$ cat src/rtl/param_seq_detector_pkg.sv
// ---------------------------------------------------------------------------
// seq_det_pkg
// Shared definitions for the runtime-programmable serial pattern detector.
//   DEF_PATTERN / DEF_LEN / DEF_OVERLAP : configuration loaded at reset,
//                                         giving the classic 10110
//                                         non-overlapping detector
//   match_mode_e                        : overlapping / non-overlapping mode
//   clampLen()                          : limits a requested length to the
//                                         maximum the hardware supports
//   lenMask()                           : mask with the low 'len' bits set
// ---------------------------------------------------------------------------
package seq_det_pkg;

  // Reset pattern is held as a wide constant so that any MAX_LEN can take
  // its low bits without a width mismatch.
  localparam logic [63:0] DEF_PATTERN = 64'h0000_0000_0000_0016;
  localparam int          DEF_LEN     = 5;

  typedef enum logic {
    MODE_NON_OVERLAP = 1'b0,
    MODE_OVERLAP     = 1'b1
  } match_mode_e;

  localparam match_mode_e DEF_OVERLAP = MODE_NON_OVERLAP;

  // Oversized lengths behave as the longest pattern the history can hold.
  function automatic int clampLen(input int len, input int maxLen);
    return (len > maxLen) ? maxLen : len;
  endfunction

  // Mask selecting the low 'len' bits; saturates at the full 64-bit width.
  function automatic logic [63:0] lenMask(input int len);
    if (len >= 64) begin
      return '1;
    end
    return (64'd1 << len) - 64'd1;
  endfunction

endpackage

$ cat src/rtl/param_seq_detector_counter.sv
// ---------------------------------------------------------------------------
// seq_sat_counter
// Saturating event counter with synchronous clear.
//   clk     : clock, rising edge
//   rst     : asynchronous active-high reset, count returns to 0
//   i_clr   : synchronous clear; an increment in the same cycle still counts
//   i_inc   : count one event
//   o_count : current count, sticks at all-ones instead of wrapping
// ---------------------------------------------------------------------------
module seq_sat_counter #(
  parameter int W = 16
) (
  input  logic         clk,
  input  logic         rst,
  input  logic         i_clr,
  input  logic         i_inc,
  output logic [W-1:0] o_count
);

  logic [W-1:0] r_count;

  // Clear takes priority over the held value, but an event arriving in the
  // clearing cycle is kept so the count restarts at 1 rather than losing
  // it. Otherwise increment until every bit is set and then hold.
  always_ff @(posedge clk or posedge rst) begin
    if (rst) begin
      r_count <= '0;
    end else if (i_clr) begin
      r_count <= i_inc ? W'(1) : '0;
    end else if (i_inc && (r_count != '1)) begin
      r_count <= r_count + W'(1);
    end
  end

  assign o_count = r_count;

endmodule

$ cat src/rtl/param_seq_detector.sv
// ---------------------------------------------------------------------------
// param_seq_detector
// Runtime-programmable serial bit-pattern detector with optional overlap,
// sample-enable qualified input and a saturating match counter.
//   clk            : clock, rising edge
//   rst            : asynchronous active-high reset
//   i_en           : sample strobe, i_din consumed only when high
//   i_din          : serial data bit
//   i_cfg_load     : one-cycle pulse latching pattern/length/overlap
//   i_cfg_pattern  : pattern, bit [len-1] received first, bit [0] last
//   i_cfg_len      : pattern length (0 disables, >MAX_LEN clamped)
//   i_cfg_overlap  : 1 = overlapping matches, 0 = non-overlapping
//   i_clr_count    : synchronous clear of the match counter
//   o_dout         : registered one-cycle match pulse
//   o_match_count  : saturating number of matches
//   o_fill         : number of valid history bits currently held
// ---------------------------------------------------------------------------
module param_seq_detector
  import seq_det_pkg::*;
#(
  parameter  int MAX_LEN = 8,
  parameter  int CNT_W   = 16,
  localparam int LEN_W   = $clog2(MAX_LEN + 1)
) (
  input  logic               clk,
  input  logic               rst,
  input  logic               i_en,
  input  logic               i_din,
  input  logic               i_cfg_load,
  input  logic [MAX_LEN-1:0] i_cfg_pattern,
  input  logic [LEN_W-1:0]   i_cfg_len,
  input  logic               i_cfg_overlap,
  input  logic               i_clr_count,
  output logic               o_dout,
  output logic [CNT_W-1:0]   o_match_count,
  output logic [LEN_W-1:0]   o_fill
);

  localparam logic [LEN_W-1:0] RESET_LEN = LEN_W'(clampLen(DEF_LEN, MAX_LEN));

  // Shadow configuration
  logic [MAX_LEN-1:0] r_pattern;
  logic [LEN_W-1:0]   r_len;
  match_mode_e        r_mode;

  // The oldest history bit is never compared (the newest comes straight
  // from i_din), so only MAX_LEN-1 bits need storing.
  logic [MAX_LEN-2:0] r_hist;
  logic [LEN_W-1:0]   r_fill;
  logic               r_dout;

  logic [MAX_LEN-1:0] w_histNext;
  logic [63:0]        w_mask;
  logic [LEN_W:0]     w_fillInc;
  logic               w_enough;
  logic               w_patEq;
  logic               w_sample;
  logic               w_hit;
  logic [LEN_W-1:0]   w_fillNext;
  logic [LEN_W-1:0]   w_cfgLen;

  assign w_cfgLen   = LEN_W'(clampLen(int'(i_cfg_len), MAX_LEN));
  assign w_histNext = {r_hist, i_din};
  assign w_mask     = lenMask(int'(r_len));
  assign w_fillInc  = {1'b0, r_fill} + {{LEN_W{1'b0}}, 1'b1};
  assign w_enough   = (w_fillInc >= {1'b0, r_len});
  assign w_patEq    = ((64'(w_histNext) & w_mask) == (64'(r_pattern) & w_mask));

  // A cfg_load cycle swallows any coincident sample, and a zero length
  // disables matching entirely (the empty mask would otherwise always hit).
  assign w_sample = i_en & ~i_cfg_load;
  assign w_hit    = w_sample & (r_len != '0) & w_enough & w_patEq;

  // Fill tracks how many fresh bits count towards the next match. After an
  // overlapping hit the whole window stays usable; after a non-overlapping
  // hit the window restarts empty. Otherwise it grows up to the length.
  always_comb begin
    w_fillNext = r_fill;
    if (w_hit) begin
      w_fillNext = (r_mode == MODE_OVERLAP) ? r_len : '0;
    end else if (w_enough) begin
      w_fillNext = r_len;
    end else begin
      w_fillNext = w_fillInc[LEN_W-1:0];
    end
  end

  // Configuration shadow registers only change on an explicit load; reset
  // restores the 10110 non-overlapping detector.
  always_ff @(posedge clk or posedge rst) begin
    if (rst) begin
      r_pattern <= DEF_PATTERN[MAX_LEN-1:0];
      r_len     <= RESET_LEN;
      r_mode    <= DEF_OVERLAP;
    end else if (i_cfg_load) begin
      r_pattern <= i_cfg_pattern;
      r_len     <= w_cfgLen;
      r_mode    <= match_mode_e'(i_cfg_overlap);
    end
  end

  // Shift in qualified samples and register the match pulse. Loading a new
  // configuration discards any partial match. Idle cycles keep history and
  // fill so gaps in the sample strobe never break a match in progress.
  always_ff @(posedge clk or posedge rst) begin
    if (rst) begin
      r_hist <= '0;
      r_fill <= '0;
      r_dout <= 1'b0;
    end else if (i_cfg_load) begin
      r_hist <= '0;
      r_fill <= '0;
      r_dout <= 1'b0;
    end else if (i_en) begin
      r_hist <= w_histNext[MAX_LEN-2:0];
      r_fill <= w_fillNext;
      r_dout <= w_hit;
    end else begin
      r_dout <= 1'b0;
    end
  end

  seq_sat_counter #(
    .W (CNT_W)
  ) u_counter (
    .clk     (clk),
    .rst     (rst),
    .i_clr   (i_clr_count),
    .i_inc   (w_hit),
    .o_count (o_match_count)
  );

  assign o_dout = r_dout;
  assign o_fill = r_fill;

endmodule

$ cat config.mk
export PLATFORM = sky130hd
export DESIGN_NAME = param_seq_detector
export DESIGN_NICKNAME = d
export VERILOG_FILES = /design/src/rtl/param_seq_detector_pkg.sv /design/src/rtl/param_seq_detector_counter.sv /design/src/rtl/param_seq_detector.sv
export SDC_FILE = /design/constraint.sdc
export NUM_CORES = 1
export LEC_CHECK = 0
export CORE_ASPECT_RATIO = 0.9
export CORE_MARGIN = 5
export CORE_UTILIZATION = 40
export CTS_CLUSTER_SIZE = 25
export DETAILED_ROUTE_END_ITERATION = 8
export SKIP_LAST_GASP = 1
export SYNTH_ARGS = -nofsm -noshare
export SYNTH_HDL_FRONTEND = slang
export SYNTH_SLANG_ARGS = --single-unit
$ cat constraint.sdc
create_clock -name clk -period 5.41 [get_ports clk]
set_input_delay 1.082 -clock clk [delete_from_list [all_inputs] [get_ports clk]]
set_output_delay 1.082 -clock clk [all_outputs]
set_load 0.1 [all_outputs]
congestion.png
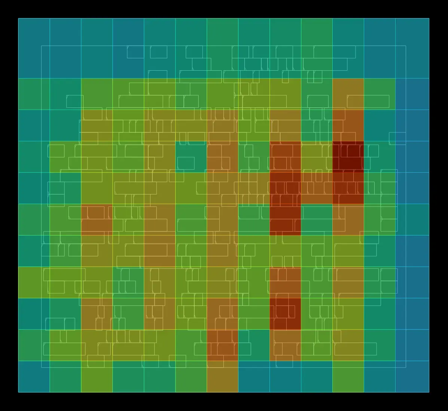
Final Util: 50.5%
GR Util met2: 23.8%
GRT Max-Usage Layer: met2

clk_routes.png
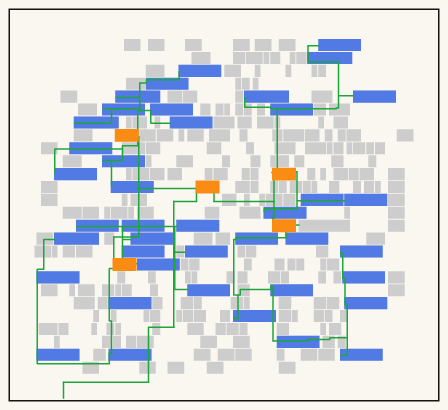
[clock wires] green | length: 554 µm
[clock drivers] orange | count: 5
[flip-flops] blue | count: 41
routed clock nets	6

wires.png
Two of the layers only.
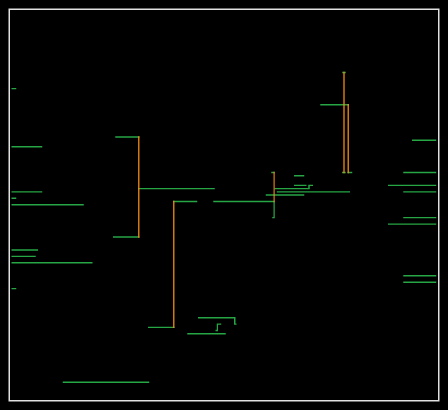
layer	colour	wire length
metal 4	orange	89.1 µm
metal 3	green	247 µm

io_placement.png
Pins as bars across the die edge, other pins in grey.
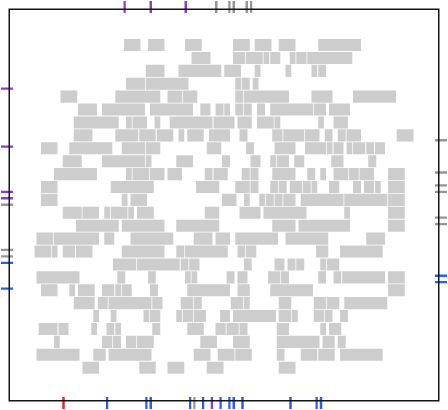
port	colour	pins	direction	edge
o_match_count	blue	16	output	12 south, 2 west, 2 east
i_cfg_pattern	purple	8	input	4 west, 3 north, 1 south
clk	red	1	input	south

==> run_results.csv <==
group,metric,value,unit
critical_path,crit_type,"in2reg",
synth,ys_cells,239,
finish,logic_area,1180,µm²
critical_path,slowest_stage,"clkdlybuf4s50_1",
synth,synth_area_per_cell,9.69,µm²
min_path,min_path_cells,1,
routing,final_antenna_net_count,0,
synth,top_area_cell,"dfrtp_1",
run_status,outcome,"complete, no violations",
die,core-area,5660,µm²
clocking,cts_root_buf,"clkbuf_8",
critical_path,path_buffers,1,
pwr,power_density,268,nW/µm²
clocking,numCtsBuffers,5,
timing,slew_headroom,34.9,%
die,rows,26,
finish,drive_gt1_share,10.9,%
clocking,cts_tree,"yes",
grt,grt_overflow,0,
clocking,clk_path_buf_depth,2,
pwr,p_sw_share,29.9,%
timing,fmax,270,MHz
pwr,p_leak,1.15,nW
placed_design,dp_hpwl,3530,µm
critical_path,start_kind,"input port",
placed_design,portBuffers,39,
pwr,irDropWorstVdd,0.000174,V
critical_path,ff2ff_setup_slack,2.19,ns
synth,synth_flops,41,
timing,slew_violations,0,
critical_path,rr_worst_depth,9,
timing,fin_crit,3.70,ns
die,design.portCount,40,
synth,ff_type,"dfrtp_1",
grt,grt_start_max_net_pins,42,
grt,grt_pass1_wl,8560,µm
timing,rsz0062_at_grt,"no",
synth,synth-warning-count,0,
## power groups by stage
stage	sequential [mW]	combinational [mW]	clock (mW)
finish	0.344	0.165	0.258
CTS	0.343	0.166	0.264
floorplan	0.373	0.0950	0
global placement	0.349	0.165	0
global route	0.346	0.184	0.281
detailed placement	0.350	0.164	0
## cell type report
type	instances	share of cell area [%]
clock buffer	6	2.89
multi-input combinational	178	41.4
clock inverter	2	1.31
inverter	8	1.05
tap	70	3.06
timing repair buffer	41	14.2
sequential	41	36.1
## sequential cells by signal, indices dropped and copies added, names as in the netlist
register,count
o_dout,1
o_fill,4
r_hist,7
r_len,4
r_mode,1
r_pattern,8
u_counter.o_count,16
## metrics by stage
| stage | cells | area (µm²) | worst slack [ns] |
|---|---|---|---|
| CTS | 346 | 2860 | 1.72 |
| global placement | 338 | 2740 | 1.51 |
| finish | 346 | 2860 | 1.71 |
| global route | 346 | 2860 | 1.52 |
| floorplan | 239 | 2320 | 2.39 |
| detailed placement | 338 | 2740 | 1.41 |
## cell families after synthesis
group	share of synthesized area (%)
compound gates	15.1
xor+xnor	4.16
fa+ha+maj	3.78
buf+inv	4.32
flops	44.6
mux	8.32
simple gates	19.7
## layer usage
layer | vias up | global-route usage (%) | wire (µm)
li1 | 944 | - | -
met1 | 920 | 18.0 | 2390
met2 | 51 | 23.8 | 2360
met3 | 11 | 3.08 | 246
met4 | 0 | 5.95 | 89
met5 | - | 0 | 0
## placed cells by master, fill, tap and decap left out, types with 7 or more instances in the layout
cell	instances
clkdlybuf4s50_1	39
dfrtp_1	36
nor2_1	20
a21oi_1	19
nand2_1	15
o21ai_0	13
nand3_1	11
mux2_2	10
or4_1	10
xnor2_1	8
mux2i_1	8
inv_1	7
o31ai_1	7
ha_1	7
## how the worst max path moves through the flow
stage          startpoint               endpoint  slack, ns  depth (start not counted)
2_1_floorplan   o_fill[0]   u_counter.o_count[0]       2.39                          8
3_3_place_gp         i_en  u_counter.o_count[15]       1.51                          6
3_5_place_dp         i_en  u_counter.o_count[15]       1.41                          6
4_1_cts              i_en  u_counter.o_count[15]       1.72                          6
5_1_grt              i_en  u_counter.o_count[15]       1.52                          6
6_report             i_en  u_counter.o_count[15]       1.71                          6
## worst reg2reg max path: cells and delay by family, from the launching register on
family / cells / cell delay (ns)
xor gates and xnor gates: 1 / 0.22
buffers and inverters: 1 / 0.18
AOI/OAI and AO/OA: 2 / 0.28
adders and majority gates: 1 / 0.31
and+or+nand+nor: 4 / 1.64
DFF: 1 / 0.51
No activity file was given, so power comes from the tool's default toggle rates.
